`src/rtl/vga_timing_pkg.sv`:
```
// Purpose : shared timing constants and the coordinate type for the VGA
//           raster path. The DEF_* values describe standard 640x480@60
//           timing. H_TOTAL/V_TOTAL are the full line/frame lengths for
//           those values.
// Contents: DEF_* timing localparams, H_TOTAL, V_TOTAL, coord_t.
package vga_timing_pkg;

   localparam int DEF_H_ACTIVE = 640;
   localparam int DEF_H_FP     = 16;
   localparam int DEF_H_SYNC   = 96;
   localparam int DEF_H_BP     = 48;
   localparam int DEF_V_ACTIVE = 480;
   localparam int DEF_V_FP     = 10;
   localparam int DEF_V_SYNC   = 2;
   localparam int DEF_V_BP     = 33;

   localparam int H_TOTAL = DEF_H_ACTIVE + DEF_H_FP + DEF_H_SYNC + DEF_H_BP;
   localparam int V_TOTAL = DEF_V_ACTIVE + DEF_V_FP + DEF_V_SYNC + DEF_V_BP;

   typedef logic [9:0] coord_t;

endpackage

```
`src/rtl/sync_delay_line.sv`:
```
// Purpose : fixed-length shift register. It delays sync strobes so that
//           they line up with downstream pipelined pixel data. With
//           DEPTH=0 the input goes straight to the output and no register
//           is built.
// Ports   : clk      - rising-edge clock
//           reset_n  - synchronous active-low reset. Every stage loads RESET_VAL.
//           din      - WIDTH-bit input
//           dout     - din delayed by DEPTH clocks
module sync_delay_line #(
   parameter int                 WIDTH     = 2,
   parameter int                 DEPTH     = 2,
   parameter logic [WIDTH-1:0]   RESET_VAL = '0
) (
   input  logic             clk,
   input  logic             reset_n,
   input  logic [WIDTH-1:0] din,
   output logic [WIDTH-1:0] dout
);

   generate
      if (DEPTH == 0) begin : g_bypass
         logic unused_ctrl;
         assign unused_ctrl = clk ^ reset_n;
         assign dout        = din;
      end else begin : g_pipe
         logic [WIDTH-1:0] stage [DEPTH];

         always_ff @(posedge clk) begin
            if (!reset_n) begin
               for (int i = 0; i < DEPTH; i++) stage[i] <= RESET_VAL;
            end else begin
               stage[0] <= din;
               for (int i = 1; i < DEPTH; i++) stage[i] <= stage[i-1];
            end
         end

         assign dout = stage[DEPTH-1];
      end
   endgenerate

endmodule

```
`src/rtl/vga_timing_gen.sv`:
```
// Purpose : VGA raster timing source. It scans DrawX/DrawY across the whole
//           frame and flags the visible region on blank (1 = visible).
//           It generates hs/vs and delays them by PIPE_DELAY clocks, so they
//           stay aligned with the registered RGB from the sprite mappers.
// Ports   : vga_clk     - pixel clock
//           reset_n     - synchronous active-low reset
//           DrawX/DrawY - current raster position
//           blank       - 1 inside the active area. Aligned with DrawX/DrawY.
//           hs/vs       - syncs at SYNC_POL when asserted, delayed PIPE_DELAY clocks
//           line_start  - high while DrawX==0
//           frame_start - high while DrawX==0 and DrawY==0
//           frame_count - frame starts since reset, 8-bit wrapping
module vga_timing_gen
   import vga_timing_pkg::*;
#(
   parameter int   H_ACTIVE   = DEF_H_ACTIVE,
   parameter int   H_FP       = DEF_H_FP,
   parameter int   H_SYNC     = DEF_H_SYNC,
   parameter int   H_BP       = DEF_H_BP,
   parameter int   V_ACTIVE   = DEF_V_ACTIVE,
   parameter int   V_FP       = DEF_V_FP,
   parameter int   V_SYNC     = DEF_V_SYNC,
   parameter int   V_BP       = DEF_V_BP,
   parameter logic SYNC_POL   = 1'b0,
   parameter int   PIPE_DELAY = 2
) (
   input  logic       vga_clk,
   input  logic       reset_n,
   output coord_t     DrawX,
   output coord_t     DrawY,
   output logic       blank,
   output logic       hs,
   output logic       vs,
   output logic       line_start,
   output logic       frame_start,
   output logic [7:0] frame_count
);

   localparam int LINE_LEN    = H_ACTIVE + H_FP + H_SYNC + H_BP;
   localparam int FRAME_LINES = V_ACTIVE + V_FP + V_SYNC + V_BP;

   generate
      if (LINE_LEN > 1024 || FRAME_LINES > 1024) begin : g_size_err
         $error("vga_timing_gen: line or frame total exceeds 1024");
      end
   endgenerate

   localparam coord_t H_LAST   = coord_t'(LINE_LEN - 1);
   localparam coord_t V_LAST   = coord_t'(FRAME_LINES - 1);
   localparam coord_t H_VIS    = coord_t'(H_ACTIVE);
   localparam coord_t V_VIS    = coord_t'(V_ACTIVE);
   localparam coord_t HS_START = coord_t'(H_ACTIVE + H_FP);
   localparam coord_t HS_END   = coord_t'(H_ACTIVE + H_FP + H_SYNC);
   localparam coord_t VS_START = coord_t'(V_ACTIVE + V_FP);
   localparam coord_t VS_END   = coord_t'(V_ACTIVE + V_FP + V_SYNC);

   coord_t     next_x;
   coord_t     next_y;
   logic       x_wrap;
   logic       frame_wrap;
   logic       hs_raw;
   logic       vs_raw;
   logic [1:0] sync_out;

   // The flags are decoded from next_x/next_y and registered with the
   // counters. This keeps blank and the pulses aligned with DrawX/DrawY.
   always_comb begin
      x_wrap     = (DrawX == H_LAST);
      frame_wrap = x_wrap && (DrawY == V_LAST);
      next_x     = x_wrap ? '0 : DrawX + 1'b1;
      next_y     = DrawY;
      if (x_wrap) next_y = (DrawY == V_LAST) ? '0 : DrawY + 1'b1;
   end

   always_ff @(posedge vga_clk) begin
      if (!reset_n) begin
         // Parking on the last pixel makes the first enabled edge a frame wrap.
         // frame_count therefore reads 1 during the first frame.
         DrawX       <= H_LAST;
         DrawY       <= V_LAST;
         blank       <= 1'b0;
         line_start  <= 1'b0;
         frame_start <= 1'b0;
         frame_count <= 8'd0;
         hs_raw      <= ~SYNC_POL;
         vs_raw      <= ~SYNC_POL;
      end else begin
         DrawX       <= next_x;
         DrawY       <= next_y;
         blank       <= (next_x < H_VIS) && (next_y < V_VIS);
         line_start  <= (next_x == '0);
         frame_start <= (next_x == '0) && (next_y == '0);
         if (frame_wrap) frame_count <= frame_count + 8'd1;
         hs_raw      <= ((next_x >= HS_START) && (next_x < HS_END)) ? SYNC_POL : ~SYNC_POL;
         vs_raw      <= ((next_y >= VS_START) && (next_y < VS_END)) ? SYNC_POL : ~SYNC_POL;
      end
   end

   sync_delay_line #(
      .WIDTH     (2),
      .DEPTH     (PIPE_DELAY),
      .RESET_VAL ({~SYNC_POL, ~SYNC_POL})
   ) u_sync_delay (
      .clk     (vga_clk),
      .reset_n (reset_n),
      .din     ({hs_raw, vs_raw}),
      .dout    (sync_out)
   );

   assign hs = sync_out[1];
   assign vs = sync_out[0];

endmodule

```
`config.mk`:
```
export PLATFORM = sky130hd
export DESIGN_NAME = vga_timing_gen
export DESIGN_NICKNAME = d
export VERILOG_FILES = /design/src/rtl/vga_timing_pkg.sv /design/src/rtl/sync_delay_line.sv /design/src/rtl/vga_timing_gen.sv
export SDC_FILE = /design/constraint.sdc
export NUM_CORES = 1
export LEC_CHECK = 0
export CORE_ASPECT_RATIO = 1.4
export CORE_MARGIN = 2
export CORE_UTILIZATION = 45
export CTS_CLUSTER_SIZE = 28
export DETAILED_ROUTE_END_ITERATION = 8
export GPL_ROUTABILITY_DRIVEN = 0
export HOLD_SLACK_MARGIN = 0.03
export PLACE_DENSITY_LB_ADDON = 0.05
export SLEW_MARGIN = 20
export SYNTH_ARGS = -nofsm -noshare
export SYNTH_HDL_FRONTEND = slang
export SYNTH_SLANG_ARGS = --single-unit
```
`constraint.sdc`:
```
create_clock -name vga_clk -period 3 [get_ports vga_clk]
set_clock_uncertainty 0.05 [all_clocks]
set_input_delay 0.6 -clock vga_clk [delete_from_list [all_inputs] [get_ports vga_clk]]
set_output_delay 0.6 -clock vga_clk [all_outputs]
set_load 0.03 [all_outputs]
```
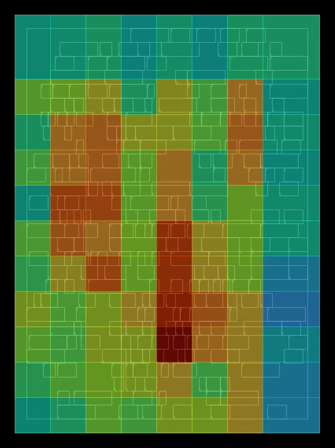
(run_1/final_congestion.png)
met1 usage: 24.5%
global routing's busiest layer: met2
Avg WL per Cell: 14.5 µm

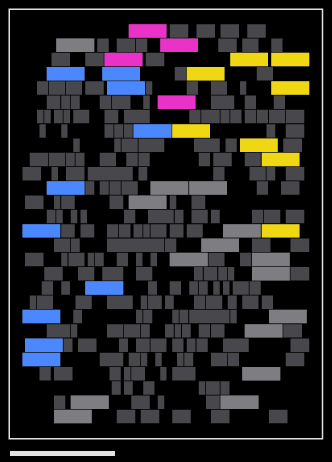
(run_1/registers.png)
Scale bar: 20 µm. Other sequential cells in the stronger gray, the rest of the logic in the fainter gray.
| netlist name | color | placed flops |
|---|---|---|
| frame_count | yellow | 8 |
| u_sync_delay.g_pipe.stage | magenta | 4 |
| DrawX | blue | 10 |
not colored: 15

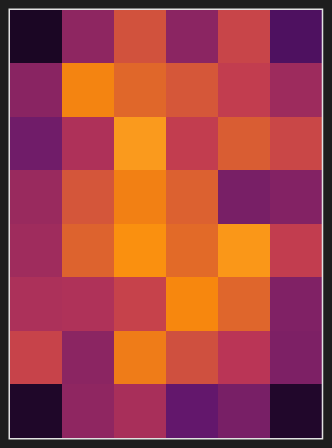
(run_1/density.png)
6 x 8 tiles, from black (low) to pale yellow (high), 0 to 100% covered.
fullest tile: 78%
mean over tiles: 48%
densest ninth of the die: center
tiles over 75% full: 6.2%

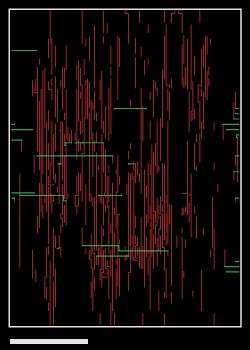
(run_1/metal_stack.png)
Scale bar: 20 µm. Only two layers are drawn.
| layer | color | wire length |
|---|---|---|
| met2 | red | 2260 µm |
| met3 | green | 134 µm |
total via count in the routed design: 1690
all-layer global routing usage: 19.8%
total routed wirelength: 4360 µm

==> run summary, run 1 <==
Notes on the physical implementation.

- In the final design database the tool counted 261 nets.
- The number of cells in the finished layout apart from fillers is 301, for reference.
- The worst register-to-register path begins at DrawX[0].
- The count of inverters other than clock inverters in the layout is 5, for reference.
- In the per-layer summary, the met1 wirelength comes to 1880 µm.
- The element type at the critical path end is a flip-flop, for reference.
- The total internal power is 1.27 mW, for reference.
- The length in cells of the worst reg-to-reg path is 7, for reference.
- The placeable core region is 4170 µm², for reference.
- The post-route antenna net violation count is 0, for reference.
- The total overflow left after global routing is 0.
- The largest registers in the layout are DrawX x10, DrawY x10, frame_count x8.
- The master of the slowest instance on the critical path is and3_1, for reference.
- Setup slack on the worst reg-to-reg path comes out at 0.38 ns.
- The final timing report gives a worst setup slack of 0.378 ns.
- Pin placement for this block handled 35 I/O pins.
- The stat command in Yosys gives a chip area of 1930 µm².
- The synthesis report names the predominant flop master as dfxtp_1.
- The clock period minus worst slack is 2.62 ns, for reference.
- At the pin with the least slew margin, the transition time is 0.513 ns.
- The total CTS buffers is 5, for reference.
- The area fraction of the largest cell type after synthesis is 38.4%.
- The worst endpoint required time is 3.13 ns, for reference.
- The average cell area after synthesis is 8.62 µm², for reference.
- The area taken by multi-input combinational cells is reported as 1100 µm².
- The fraction of power spent switching nets is 42.5%, for reference.
- The number of sequential cells is 37, for reference.
- Measured against the total synthesized area, the mux share comes to 0.518%.
- Logged for this run, the post-placement worst setup slack is 0.415 ns.
- In this run, power in combinational logic comes to 1.07 mW.
- Post-CTS repair changed the size of 0 cells.
- The skew report gives the latency at the later pin of the worst-skew pair as 0.29 ns.
- The cell area after synthesis is 1930 µm², for reference.
- Along the worst hold path, the cell count comes to 1.
- The flow ran to the end, and the final reports show no timing, DRC or antenna violations.
- The vertical die dimension reported for this design is 81.5 µm.
- The highest-power group is combinational logic, for reference.
- The synthesis run shows the most used standard cells to be dfxtp_1 (37), nand2_1 (19), nand3_1 (14), o21ai_0 (14), xnor2_1 (14).
- STA lists the maximum fanout along the critical path as 15.
- Detailed placement finished with a half-perimeter wire length of 3240 µm.
- The total placed instance area is 2280 µm², for reference.
- Of the total synthesized cell area, the portion taken by AND, OR, NAND and NOR gates is 33.2%.
- The met2 capacity usage during global routing is 33.4%, for reference.
- The terminating pin of the worst hold path is u_sync_delay.g_pipe.stage[0][1], for reference.
- The tool warning count for the run is 27.
- The script extracted a net switching power of 940 µW.
- The library cells used most frequently in the layout, excluding fill and tap cells, are dfxtp_1 (37), clkdlybuf4s50_1 (34), nand2_1 (19).
- The post-synthesis sequential element count is 37, for reference.
- The final tally of hold violations is 0, for reference.
- After synthesis, the cell types taking the most area are dfxtp_1 (38%), xnor2_1 (6.4%), nand2_1 (3.7%), nand3_1 (3.6%), o21ai_0 (3.6%).
- The number of diodes added for antenna fixing is 0, for reference.
- Checking hold timing, the worst path is listed with class flip-flop to flip-flop.
- Of all cell types, the one taking the most synthesized area is dfxtp_1.
- The first TritonRoute pass finished after 5 iterations.
- The timing report gives the biggest stage delay along the critical path as 0.53 ns.
- The clock group share of total power is 20.0%, for reference.
- The area-dominant cell class after layout is multi-input combinational cells, for reference.
- The placement row count is 28, for reference.
- TritonCTS built the clock tree.
- The number of global-route vias before repair is 1489, for reference.
- The first-pass GRT wire length is 7250 µm, for reference.
- The worst vdd rail ir drop is 547 µV, for reference.
- Looking at the clock tree report, the root buffer type is clkbuf_8.
- Before placement the cells fill 46.3% of the core.
- The final report gives the standard cell area, fillers excluded, as 2390 µm².
- The buffer count excluding the clock tree in the final layout is 37, for reference.
- Summing all flip-flop and latch instances after layout gives 741 µm².
- The number of antenna violations at the first check in global routing was 0.
- The worst setup path is launched from a flip-flop.
- The async set-or-reset flop fraction in the synthesized netlist is 0%, for reference.
- Per the timing report, the most critical flop-to-flop path finishes at frame_start.
- The routed layout reports a DRC error count of 0.
==> run_1/cell_classes.png <==
Scale bar: 20 µm. Fill, decap, tap and diode cells in gray.
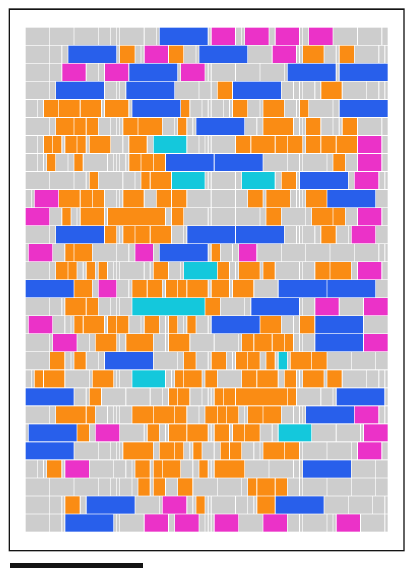

## Run 2: what changed since run 1
- GPL_TIMING_DRIVEN: default -> 0
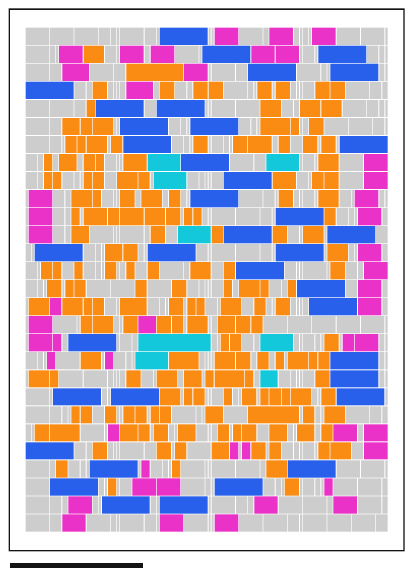
(run_2/cell_classes.png)
Scale bar: 20 µm. Fill, decap, tap and diode cells in gray.
| class | color | cells | share of their area |
|---|---|---|---|
| other buffers and delay cells | magenta | 47 | 17% |
| flops | blue | 37 | 31% |
| all other logic | orange | 174 | 47% |
| clock drivers and dummy loads | cyan | 8 | 5.0% |
proportion of cell area occupied by registers: 30.3%
area inside the core boundary: 4170 µm²
Core Rows: 28
final core occ: 58.7%

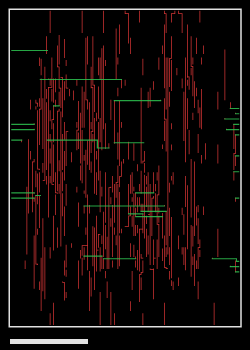
(run_2/metal_stack.png)
Scale bar: 20 µm. Only two layers are drawn.
total routed wirelength: 4420 µm
total via count in the routed design: 1726
all-layer global routing usage: 20.0%
Avg WL per Cell: 14.2 µm

==> run 2 against run 1 <==
Compared with the run above:
- final area up 2.2%
- hold slack better by 0.0065 ns
- first-iteration DRC count up 65%
- critical path type unchanged
- critical endpoint unchanged
- largest cell class unchanged
==> run summary, run 2 <==
Notes on the physical implementation.

- The total congestion overflow is 0 (unchanged), for reference.
- The post-synthesis cell count from yosys is 224, for reference.
- The cell area after synthesis was 1930 µm² (unchanged).
- Looking at the clock tree report, the root buffer type is clkbuf_8.
- The post-cts repair resize count came to 0 (unchanged).
- The number of max-cap violations is 0, for reference.
- Looking at the reg2reg group, the worst path starts from DrawY[0].
- The element type at the critical path end is a flip-flop, for reference.
- The number of sequential cells is 37 (unchanged).
- The actual transition at the worst max-transition pin is 0.508 ns (-0.00496 ns).
- The final worst setup slack came to 0.490 ns (+0.112 ns).
- Per the post-synthesis report, the number of cells in the design is 224.
- The clock period minus worst slack was 2.51 ns (-0.112 ns).
- The number of cells in the finished layout apart from fillers is 311 (+3.3%), for reference.
- Per the layout report, the design carries 416 filler cells.
- The length in cells of the worst reg-to-reg path is 8 (+1), for reference.
- The average cell area after synthesis is 8.62 µm² (unchanged), for reference.
- The worst slack at placement is 0.556 ns (+0.141 ns), for reference.
- In this run, placement finished with an instance count of 303.
- The worst hold path cell count came to 1 (unchanged).
- The setup slack of the most critical reg-to-reg path is 0.49 ns (+0.11 ns).
- The top-level I/O count is 35 (unchanged), for reference.
- The total placed instance area is 2330 µm² (+2.1%), for reference.
- The clock insertion delay at the later pin of the skew report is 0.29 ns (about the same), for reference.
- The multiplexer fraction of the synthesized cell area was 0.518% (unchanged).
- Looking at the global route congestion table, the highest-usage layer is met2.
- The share of the synthesized area in the top cell type is 38.4% (unchanged).
- The detailed placement HPWL came to 3210 µm (-1.0%).
- The area of the synthesized netlist per yosys stat came to 1930 µm² (unchanged).
- The total CTS buffers is 5 (unchanged), for reference.
- The terminating pin of the worst hold path is u_sync_delay.g_pipe.stage[0][0], for reference.
- The stage-log warning count came to 27 (unchanged).
- The cell accounting for the most synthesized area is dfxtp_1, for reference.
- The switching power came to 969 µW (+3.2%).
- For reference, the top cells by count after synthesis are dfxtp_1 (37), nand2_1 (19), nand3_1 (14), o21ai_0 (14), xnor2_1 (14).
- The count of unresolved DRC violations after routing is 0 (unchanged).
- The number of global-route vias before repair is 1525 (+2.4%), for reference.
- The fraction of power spent switching nets is 42.9% (+0.40 points).
- The startpoint class of the critical path is a flip-flop, for reference.
- The number of antenna violations at the first check in global routing is 0 (unchanged), for reference.
- The final tally of hold violations is 0 (unchanged), for reference.
- The number of unique standard cell types used by synthesis is 51, for reference.
- The count of inverters other than clock inverters in the layout is 5 (unchanged).
- The fraction of the mapped netlist area in simple logic gates is 33.2% (unchanged).
- The post-route antenna net violation count is 0 (unchanged).
- The master of the slowest instance on the critical path is nor4_4, for reference.
- The buffer count excluding the clock tree in the final layout came to 47 (+27%).
- The highest-power group is combinational logic, for reference.
- The clock group share of total power came to 20.0% (about the same).
- The area-dominant cell class after layout is multi-input combinational cells, for reference.
- The power dissipated in combinational cells is 1.14 mW (+7%), for reference.
- TritonCTS built the clock tree.
- The post-route cell area is 2450 µm² (+2.2%), for reference.
- The main area contributors are dfxtp_1 (38%), xnor2_1 (6.4%), nand2_1 (3.7%), nand3_1 (3.6%), o21ai_0 (3.6%).
- The number of nets in the layout is 271 (+3.8%).
- The vertical extent of the die is 81.5 µm (unchanged), for reference.
- The largest registers in the layout are DrawX x10, DrawY x10, frame_count x8.
- The met1 usage came to 24.2% (-0.39 points).
- The met2 capacity usage during global routing is 33.7% (+0.33 points), for reference.
- The worst endpoint required time was 3.14 ns (about the same).
- The worst vdd rail ir drop was 625 µV (+14%).
- The flow ran to the end, and the final reports show no timing, DRC or antenna violations.
- The class of the most critical hold timing path is flip-flop to flip-flop, for reference.
- The endpoint of the worst-slack reg-to-reg timing path is frame_start, for reference.
- The top cell types in the final layout, fill and taps aside, are dfxtp_1 (37), clkdlybuf4s50_1 (34), nand2_1 (19).
- The async set-or-reset flop fraction in the synthesized netlist is 0% (unchanged).
- The maximum fanout along the worst path is 9 (-6), for reference.
- The first-pass detailed-route iteration total is 4 (-1), for reference.
- The floorplan utilization is 46.3% (unchanged), for reference.
- The first-pass GRT wire length is 7250 µm (about the same), for reference.
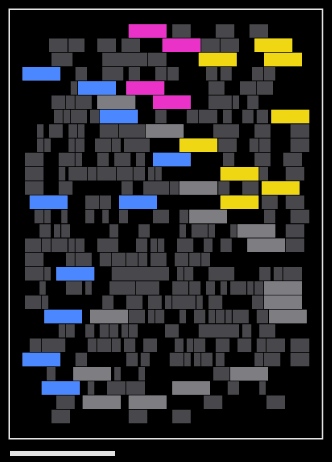
(run_2/registers.png)
Scale bar: 20 µm. Other sequential cells in the stronger gray, the rest of the logic in the fainter gray.
| netlist name | color | placed flops |
|---|---|---|
| frame_count | yellow | 8 |
| DrawX | blue | 10 |
| u_sync_delay.g_pipe.stage | magenta | 4 |
Storage cell area: 741 µm²
Flop+latch power: 672 µW

==> run_2/density.png <==
6 x 8 tiles, from black (low) to pale yellow (high), 0 to 100% covered.
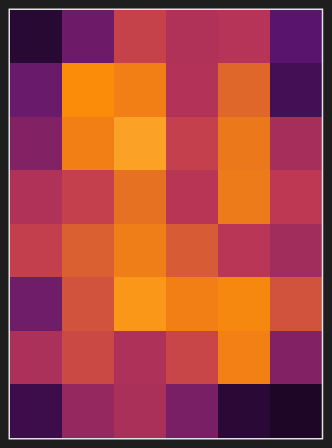

## Run 3: what changed since run 2
- clock period: 3 -> 2.4 ns (I/O delays scaled with it)
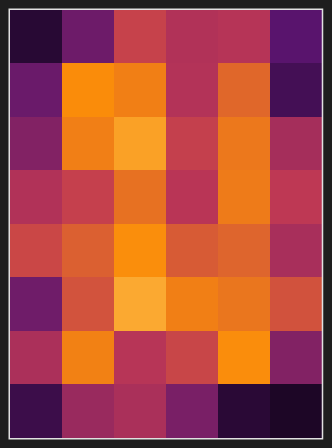
(run_3/density.png)
6 x 8 tiles, from black (low) to pale yellow (high), 0 to 100% covered.
mean over tiles: 50%
fullest tile: 81%
tiles over 75% full: 10%
densest ninth of the die: center
final core occ: 59.8%
pre-placement core utilization: 46.3%

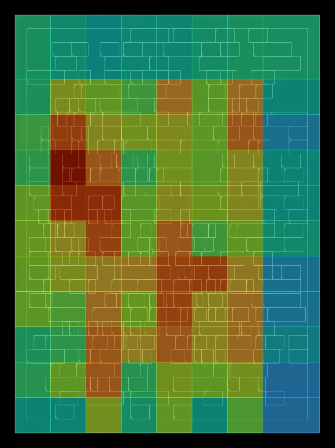
(run_3/final_congestion.png)
met1 usage: 24.3%
met3 Track Usage GR: 4.41%

==> run 3 against run 2 <==
Compared with the run above:
- via count is 0.98% higher
- register-to-register slack worse by 0.32 ns
- critical path depth stayed put
- clock-buffer cell count stayed put
- largest cell class unchanged
==> run summary, run 3 <==
Notes on the physical implementation.

- The number of unique standard cell types used by synthesis is 51 (unchanged), for reference.
- The placed instance count is 303 (unchanged), for reference.
- The worst setup path is launched from a flip-flop.
- The async set-or-reset flop fraction in the synthesized netlist is 0% (unchanged), for reference.
- The total wire length came to 4510 µm (+2.2%).
- The count of unresolved DRC violations after routing is 0 (unchanged).
- The global router's overall resource usage is 20.1% (+0.065 points), for reference.
- TritonCTS built the clock tree.
- The count of inverters other than clock inverters in the layout is 5 (unchanged), for reference.
- Checking hold timing, the worst path is listed with class flip-flop to flip-flop.
- The power dissipated in sequential cells is 864 µW (+29%), for reference.
- The average cell area after synthesis is 8.62 µm² (unchanged), for reference.
- The worst slack at placement was -0.0437 ns (-0.600 ns).
- The clock insertion delay at the later pin of the skew report was 0.29 ns (about the same).
- The cell area after synthesis is 1930 µm² (unchanged).
- The maximum fanout along the worst path is 8 (-1).
- The number of global-route vias before repair is 1528 (+0.20%), for reference.
- The footprint of the flip-flops and latches is 742 µm² (+0.17%).
- The clock group share of total power is 19.4% (-0.6 points), for reference.
- The detailed-route wire length per cell came to 14.5 µm (+2.2%).
- The worst register-to-register path ends at frame_start.
- The actual transition at the worst max-transition pin came to 0.518 ns (+0.0101 ns).
- The top-level I/O count is 35 (unchanged).
- The total CTS buffers came to 5 (unchanged).
- The via total after detailed routing is 1743 (+0.98%), for reference.
- The total placed instance area is 2330 µm² (unchanged).
- The synthesized netlist cell count is 224 (unchanged).
- The post-synthesis cell count from yosys came to 224 (unchanged).
- The number of sequential cells is 37 (unchanged).
- The area of the synthesized netlist per yosys stat came to 1930 µm² (unchanged).
- The post-route cell area is 2490 µm² (+1.9%).
- The flow ran to the end, and the final reports show no timing, DRC or antenna violations.
- In the layout the commonest cells are dfxtp_1 (36), clkdlybuf4s50_1 (34), nand2_1 (19), xnor2_1 (14).
- By count the netlist is led by dfxtp_1 (37), nand2_1 (19), nand3_1 (14), o21ai_0 (14), xnor2_1 (14).
- The post-cts repair resize count was 2 (+2).
- The first-pass detailed-route iteration total is 4 (unchanged), for reference.
- The synthesis report lists the most area-consuming cells as dfxtp_1 (38%), xnor2_1 (6.4%), nand2_1 (3.7%), nand3_1 (3.6%), o21ai_0 (3.6%).
- The worst endpoint required time is 2.55 ns (-0.59 ns), for reference.
- The highest-power group is combinational logic, for reference.
- The power dissipated in combinational cells is 1.49 mW (+31%), for reference.
- The master of the slowest instance on the critical path is or4_4, for reference.
- The detailed placement HPWL came to 3210 µm (unchanged).
- The number of antenna violations at the first check in global routing is 0 (unchanged), for reference.
- The clock root buffer is clkbuf_8, for reference.
- The registers reported with the highest flop counts are DrawX x10, DrawY x10, frame_count x8.
- The fraction of power spent switching nets came to 42.7% (-0.23 points).
- The setup slack of the most critical reg-to-reg path is 0.17 ns (-0.32 ns), for reference.
- The flop share of the area came to 29.8% (-0.51 points).
- The first-pass GRT wire length was 7270 µm (+0.28%).
- The number of max-cap violations is 0 (unchanged), for reference.
- The element type at the critical path end is a flip-flop, for reference.
- The start of the worst register-to-register path is DrawX[1], for reference.
- The stage-log warning count is 27 (unchanged), for reference.
- The length in cells of the worst reg-to-reg path came to 8 (unchanged).
- The total congestion overflow is 0 (unchanged), for reference.
- The final worst setup slack was 0.172 ns (-0.318 ns).
- The number of cells in the finished layout apart from fillers came to 311 (unchanged).
- The placement row count is 28 (unchanged).
- The post-route antenna net violation count is 0 (unchanged), for reference.
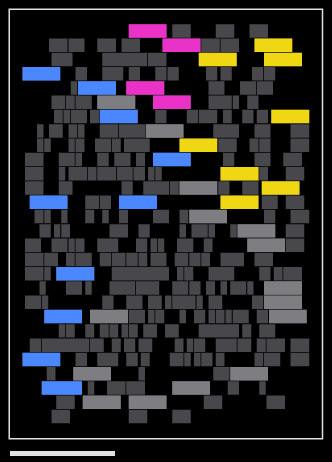
(run_3/registers.png)
Scale bar: 20 µm. Other sequential cells in the stronger gray, the rest of the logic in the fainter gray.
| netlist name | color | placed flops |
|---|---|---|
| DrawX | blue | 10 |
| u_sync_delay.g_pipe.stage | magenta | 4 |
| frame_count | yellow | 8 |

Power is estimated from default activity; no workload was simulated.
